### config.mk
export PLATFORM = sky130hd
export DESIGN_NAME = seg7_scan_mux
export DESIGN_NICKNAME = d
export VERILOG_FILES = /design/src/rtl/seg7_scan_mux.sv
export SDC_FILE = /design/constraint.sdc
export NUM_CORES = 1
export LEC_CHECK = 0
export CORE_MARGIN = 1
export CORE_UTILIZATION = 60
export CTS_CLUSTER_SIZE = 10
export DETAILED_ROUTE_END_ITERATION = 6
export DONT_BUFFER_PORTS = 1
export HOLD_SLACK_MARGIN = 0.02
export PLACE_DENSITY_LB_ADDON = 0.15
export SYNTH_ARGS = -nofsm -noshare
export SYNTH_HDL_FRONTEND = slang
export SYNTH_SLANG_ARGS = --single-unit
export TNS_END_PERCENT = 20
### constraint.sdc
create_clock -name clk -period 7.19 [get_ports clk]
set_clock_uncertainty 0.05 [all_clocks]
set_input_delay 2.157 -clock clk [delete_from_list [all_inputs] [get_ports clk]]
set_output_delay 2.157 -clock clk [all_outputs]
set_load 0.005 [all_outputs]
### src/rtl/seg7_scan_mux.sv
// ---------------------------------------------------------------------------
// seg7_scan_mux : N-digit multiplexed 7-segment driver with PWM, LZB, snapshot
// Revision 1.0 : initial release
// ---------------------------------------------------------------------------
`default_nettype none

module seg7_scan_mux #(
  parameter int DIGITS   = 4,
  parameter int PRESCALE = 1250,
  parameter int BRIGHT_W = 3
) (
  input  logic                  clk,
  input  logic                  rst,
  input  logic [4*DIGITS-1:0]   data,
  input  logic [DIGITS-1:0]     dp_in,
  input  logic [DIGITS-1:0]     blank,
  input  logic                  lzb,
  input  logic                  en,
  input  logic [BRIGHT_W-1:0]   bright,
  output logic [DIGITS-1:0]     anode,
  output logic [6:0]            seg,
  output logic                  dp,
  output logic                  frame
);

  localparam int PRE_W = (PRESCALE > 1) ? $clog2(PRESCALE) : 1;
  localparam int IDX_W = (DIGITS > 1) ? $clog2(DIGITS) : 1;
  localparam logic [PRE_W-1:0]    c_PRE_MAX = PRE_W'(PRESCALE - 1);
  localparam logic [IDX_W-1:0]    c_IDX_MAX = IDX_W'(DIGITS - 1);
  localparam logic [BRIGHT_W-1:0] c_PH_MAX  = '1;

  logic [PRE_W-1:0]    pre_cnt_q, pre_cnt_d;
  logic [BRIGHT_W-1:0] phase_q, phase_d;
  logic [IDX_W-1:0]    idx_q, idx_d;

  logic [4*DIGITS-1:0] data_q;
  logic [DIGITS-1:0]   dp_snap_q, blank_q;
  logic                lzb_q;

  logic [DIGITS-1:0]   anode_q, anode_d;
  logic [6:0]          seg_q, seg_d;
  logic                dp_q, dp_d;
  logic                frame_q;

  logic                w_start;
  logic [4*DIGITS-1:0] w_data;
  logic [DIGITS-1:0]   w_dp, w_blank, w_supp;
  logic                w_lzb, w_run;
  logic [3:0]          w_nib;
  logic                w_dp_sel, w_blank_sel, w_supp_sel;

  function automatic logic [6:0] hex2seg(input logic [3:0] n);
    case (n)
      4'h0: hex2seg = 7'b1000000;
      4'h1: hex2seg = 7'b1111001;
      4'h2: hex2seg = 7'b0100100;
      4'h3: hex2seg = 7'b0110000;
      4'h4: hex2seg = 7'b0011001;
      4'h5: hex2seg = 7'b0010010;
      4'h6: hex2seg = 7'b0000010;
      4'h7: hex2seg = 7'b1111000;
      4'h8: hex2seg = 7'b0000000;
      4'h9: hex2seg = 7'b0010000;
      4'hA: hex2seg = 7'b0001000;
      4'hB: hex2seg = 7'b0000011;
      4'hC: hex2seg = 7'b1000110;
      4'hD: hex2seg = 7'b0100001;
      4'hE: hex2seg = 7'b0000110;
      default: hex2seg = 7'b0001110;
    endcase
  endfunction

  always_comb begin
    pre_cnt_d = pre_cnt_q + 1'b1;
    phase_d   = phase_q;
    idx_d     = idx_q;
    if (pre_cnt_q == c_PRE_MAX) begin
      pre_cnt_d = '0;
      phase_d   = phase_q + 1'b1;
      if (phase_q == c_PH_MAX)
        idx_d = (idx_q == c_IDX_MAX) ? '0 : idx_q + 1'b1;
    end
  end

  // On a frame-start edge the fresh inputs bypass the snapshot so the first
  // slot of a frame never mixes old and new values.
  assign w_start = (pre_cnt_q == '0) && (phase_q == '0) && (idx_q == '0);
  assign w_data  = w_start ? data  : data_q;
  assign w_dp    = w_start ? dp_in : dp_snap_q;
  assign w_blank = w_start ? blank : blank_q;
  assign w_lzb   = w_start ? lzb   : lzb_q;

  always_comb begin
    w_supp = '0;
    w_run  = w_lzb;
    for (int i = DIGITS - 1; i >= 1; i--) begin
      w_run     = w_run & (w_data[4*i +: 4] == 4'h0);
      w_supp[i] = w_run;
    end
  end

  always_comb begin
    w_nib       = 4'h0;
    w_dp_sel    = 1'b0;
    w_blank_sel = 1'b1;
    w_supp_sel  = 1'b0;
    anode_d     = '1;
    for (int i = 0; i < DIGITS; i++) begin
      if (idx_q == IDX_W'(i)) begin
        w_nib       = w_data[4*i +: 4];
        w_dp_sel    = w_dp[i];
        w_blank_sel = w_blank[i];
        w_supp_sel  = w_supp[i];
        if (en && (phase_q <= bright) && !w_blank[i])
          anode_d[i] = 1'b0;
      end
    end
    seg_d = (w_blank_sel || w_supp_sel) ? 7'h7F : hex2seg(w_nib);
    dp_d  = w_blank_sel ? 1'b1 : ~w_dp_sel;
  end

  always_ff @(posedge clk) begin
    if (rst) begin
      pre_cnt_q <= '0;
      phase_q   <= '0;
      idx_q     <= '0;
      data_q    <= '0;
      dp_snap_q <= '0;
      blank_q   <= '1;
      lzb_q     <= 1'b0;
      anode_q   <= '1;
      seg_q     <= 7'h7F;
      dp_q      <= 1'b1;
      frame_q   <= 1'b0;
    end else begin
      pre_cnt_q <= pre_cnt_d;
      phase_q   <= phase_d;
      idx_q     <= idx_d;
      if (w_start) begin
        data_q    <= data;
        dp_snap_q <= dp_in;
        blank_q   <= blank;
        lzb_q     <= lzb;
      end
      anode_q <= anode_d;
      seg_q   <= seg_d;
      dp_q    <= dp_d;
      frame_q <= w_start;
    end
  end

  assign anode = anode_q;
  assign seg   = seg_q;
  assign dp    = dp_q;
  assign frame = frame_q;

endmodule

`default_nettype wire

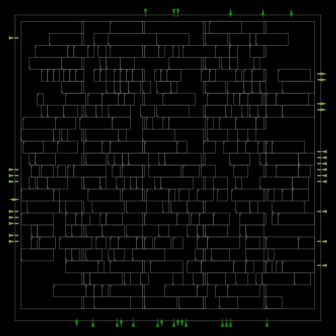
**Above:** placement view.
sequential portion of the cell area: 38.3%
share of the core filled with cells in the final layout: 64.8%
count of standard-cell rows: 24
Final Non-Filler Cells: 334
total of fill cells in the finished design: 350

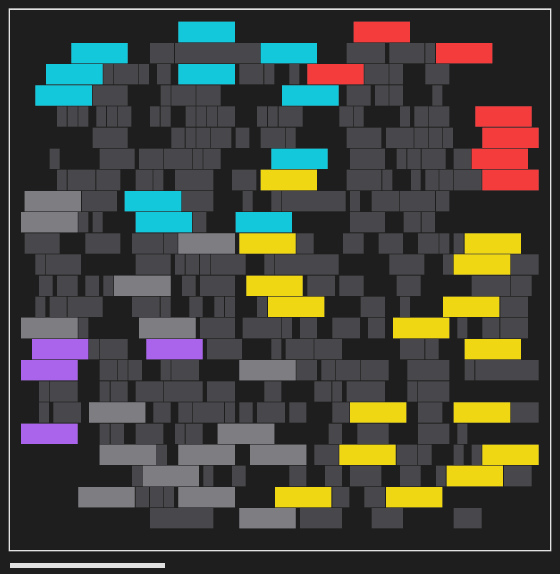
**Above:** sequential cells grouped by signal name.
Bar = 20 µm.
Key: `pre_cnt_q` = cyan [flops 11]; `dp_snap_q` = purple [flops 4]; `data_q` = yellow [flops 16]; `seg` = red [flops 7, where top right]
Another 16 sequential cells are not coloured.
Sequential Power: 331 µW
Reg area: 0.00108 mm²

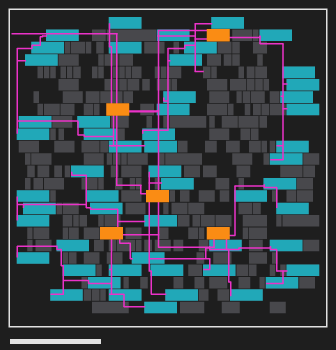
**Above:** clock network drawn from the DEF.
Bar = 20 µm.
Key: clock-net drivers = orange [count 5]; flip-flops = cyan [count 54]; clock wires = magenta [length 624 µm]
Position of the flops: all over the die.
fraction of power consumed by the clock network: 30.9%
clock network power: 202 µW
latest clock arrival within the worst-skew pair: 0.31 ns

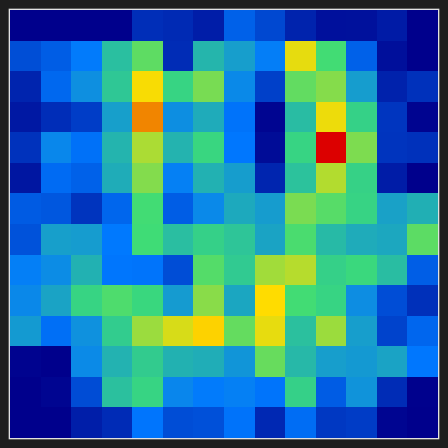
**Above:** wiring heat map.
14 x 14 tiles, from dark blue (low) to red (high), scaled to the fullest tile. Values are wire area over tile area, all layers added.
17% of the tiles are over half the peak. The mean over all tiles is 0.17. The fullest tile reaches 0.56. 9.2% of the tiles are nearly empty.
average detailed-routed wire length per instance: 15.7 µm
overall global routing resource usage: 22.3%
overall via count from detail_route: 2021
Detailed Route WL: 5.23 mm

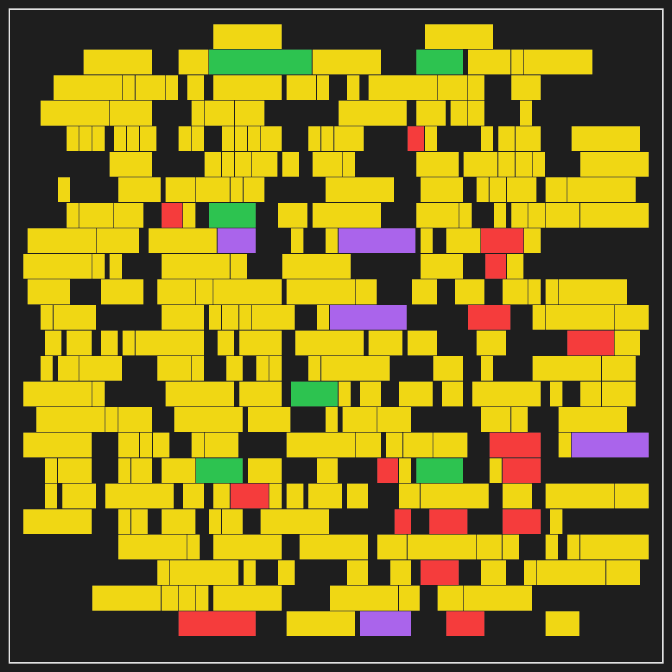
**Above:** drive-strength map.
Key: x2 = red [cells 16]; x3 and x4 = purple [cells 5]; x1 and smaller = yellow [cells 255]; x6 and larger = green [cells 6]
Final Instance Area: 0.00282 mm²
synthesis-to-layout area growth: 3.30%
fin worst setup slack: 3.12 ns
Signal buffers: 0

==> flow_summary.json <==
{
  "run_status": "complete, no violations",
  "seq_power_share_pct": 50.6,
  "netlist-cell-type-count": 54,
  "preCtsSetupSlack_ns": 3.09,
  "initial_utilization_pct": 62.7,
  "tritoncts_clock_tree": "built",
  "wl_met2_mm": 2.52,
  "yosys_most_used_dff": "dfxtp_1",
  "drt_pass1_iterations": 6,
  "reg2regPathDepth": 13,
  "ctsRootBufferMaster": "clkbuf_8",
  "power_switching_uw": 178,
  "worst-path-stages": 13,
  "avgSynthCellArea_um2": 9.58,
  "clk_path_buf_depth": 2,
  "gp_routability_congestion": 0.891,
  "power_top_consumer": "sequential cells",
  "route.top_layer_used": "met4",
  "max_cap_violations": 0,
  "yosysCellCount": 285,
  "cpLargestDelayFamily": "simple AND/OR/NAND/NOR gates",
  "synth.yosys.warnings": 0,
  "globalRouteOverflowTotal": 0,
  "grt_pass1_wl_mm": 8.49,
  "yosys.stat.chipArea_mm2": 0.00273,
  "depth_of_the_worst_hold_timing_path": 2,
  "power_switching_share_pct": 27.2,
  "max_slew.worst_pin.slew_ns": 1.10,
  "final_antenna_net_count": 0,
  "vias_in_the_first_global_route": 1812,
  "fin_setup_tns_ns": 0,
  "fin_crit_sh_pct": 56.7,
  "clkTransAtPathRegs_ns": 0.10,
  "cts_buffers": 5,
  "pin_count_of_the_biggest_net_entering_global_routing": 33,
  "signal_buffer_area_fraction_pct": 0,
  "worstPathRequired_ns": 7.33,
  "comb-cell-share_pct": 53.1,
  "hold_path.startpoint": "blank_q[2]",
  "layout.nets": 330,
  "sequential_cell_count": 54,
  "yosys_simple_share_pct": 17.5,
  "post_cts_hold_buffer_count": 0,
  "hold_wc_path_type": "reg2reg",
  "hold_path_end": "blank_q[2]",
  "crit_buf_inv": 3,
  "critical_path.most_common_cell": "inv_1",
  "drt_first_iter_violations": 85,
  "chain_of_cells_forming_the_critical_path": "inv_1, ha_1, or4bb_1, or4_4, mux2_4, a221oi_1, a221o_1, inv_1, ha_1, inv_1, nor3_1, a2111oi_0, a31oi_1",
  "synthMuxAreaShare_pct": 13.7,
  "diodes": 0,
  "final_period_minus_worst_setup_slack_ns": 4.07
}
[state kept, by name, indices dropped and copies added, names as in the netlist]
name	cells
data_q	16
pre_cnt_q	11
seg	7
anode	4
blank_q	4
dp_snap_q	4
phase_q	3
idx_q	2
dp	1
frame	1
lzb_q	1
[cell usage after synthesis (all sizes together) (4+ instances only)]
master	count	area, µm²
or4	4	33.8
o21ai	4	20.0
xnor2	5	43.8
mux2	5	60.1
buf	5	61.3
ha	18	225
nor4	4	25.0
clkbuf	6	22.5
xor2	5	43.8
and2	4	25.0
a21oi	9	45.0
mux2i	25	292
nor2	41	154
nor3	7	35.0
inv	18	67.6
dfxtp	54	1080
nand2	16	62.6
nand3	13	65.1
o221ai	5	50.0
Power and IR drop assume default switching activity.
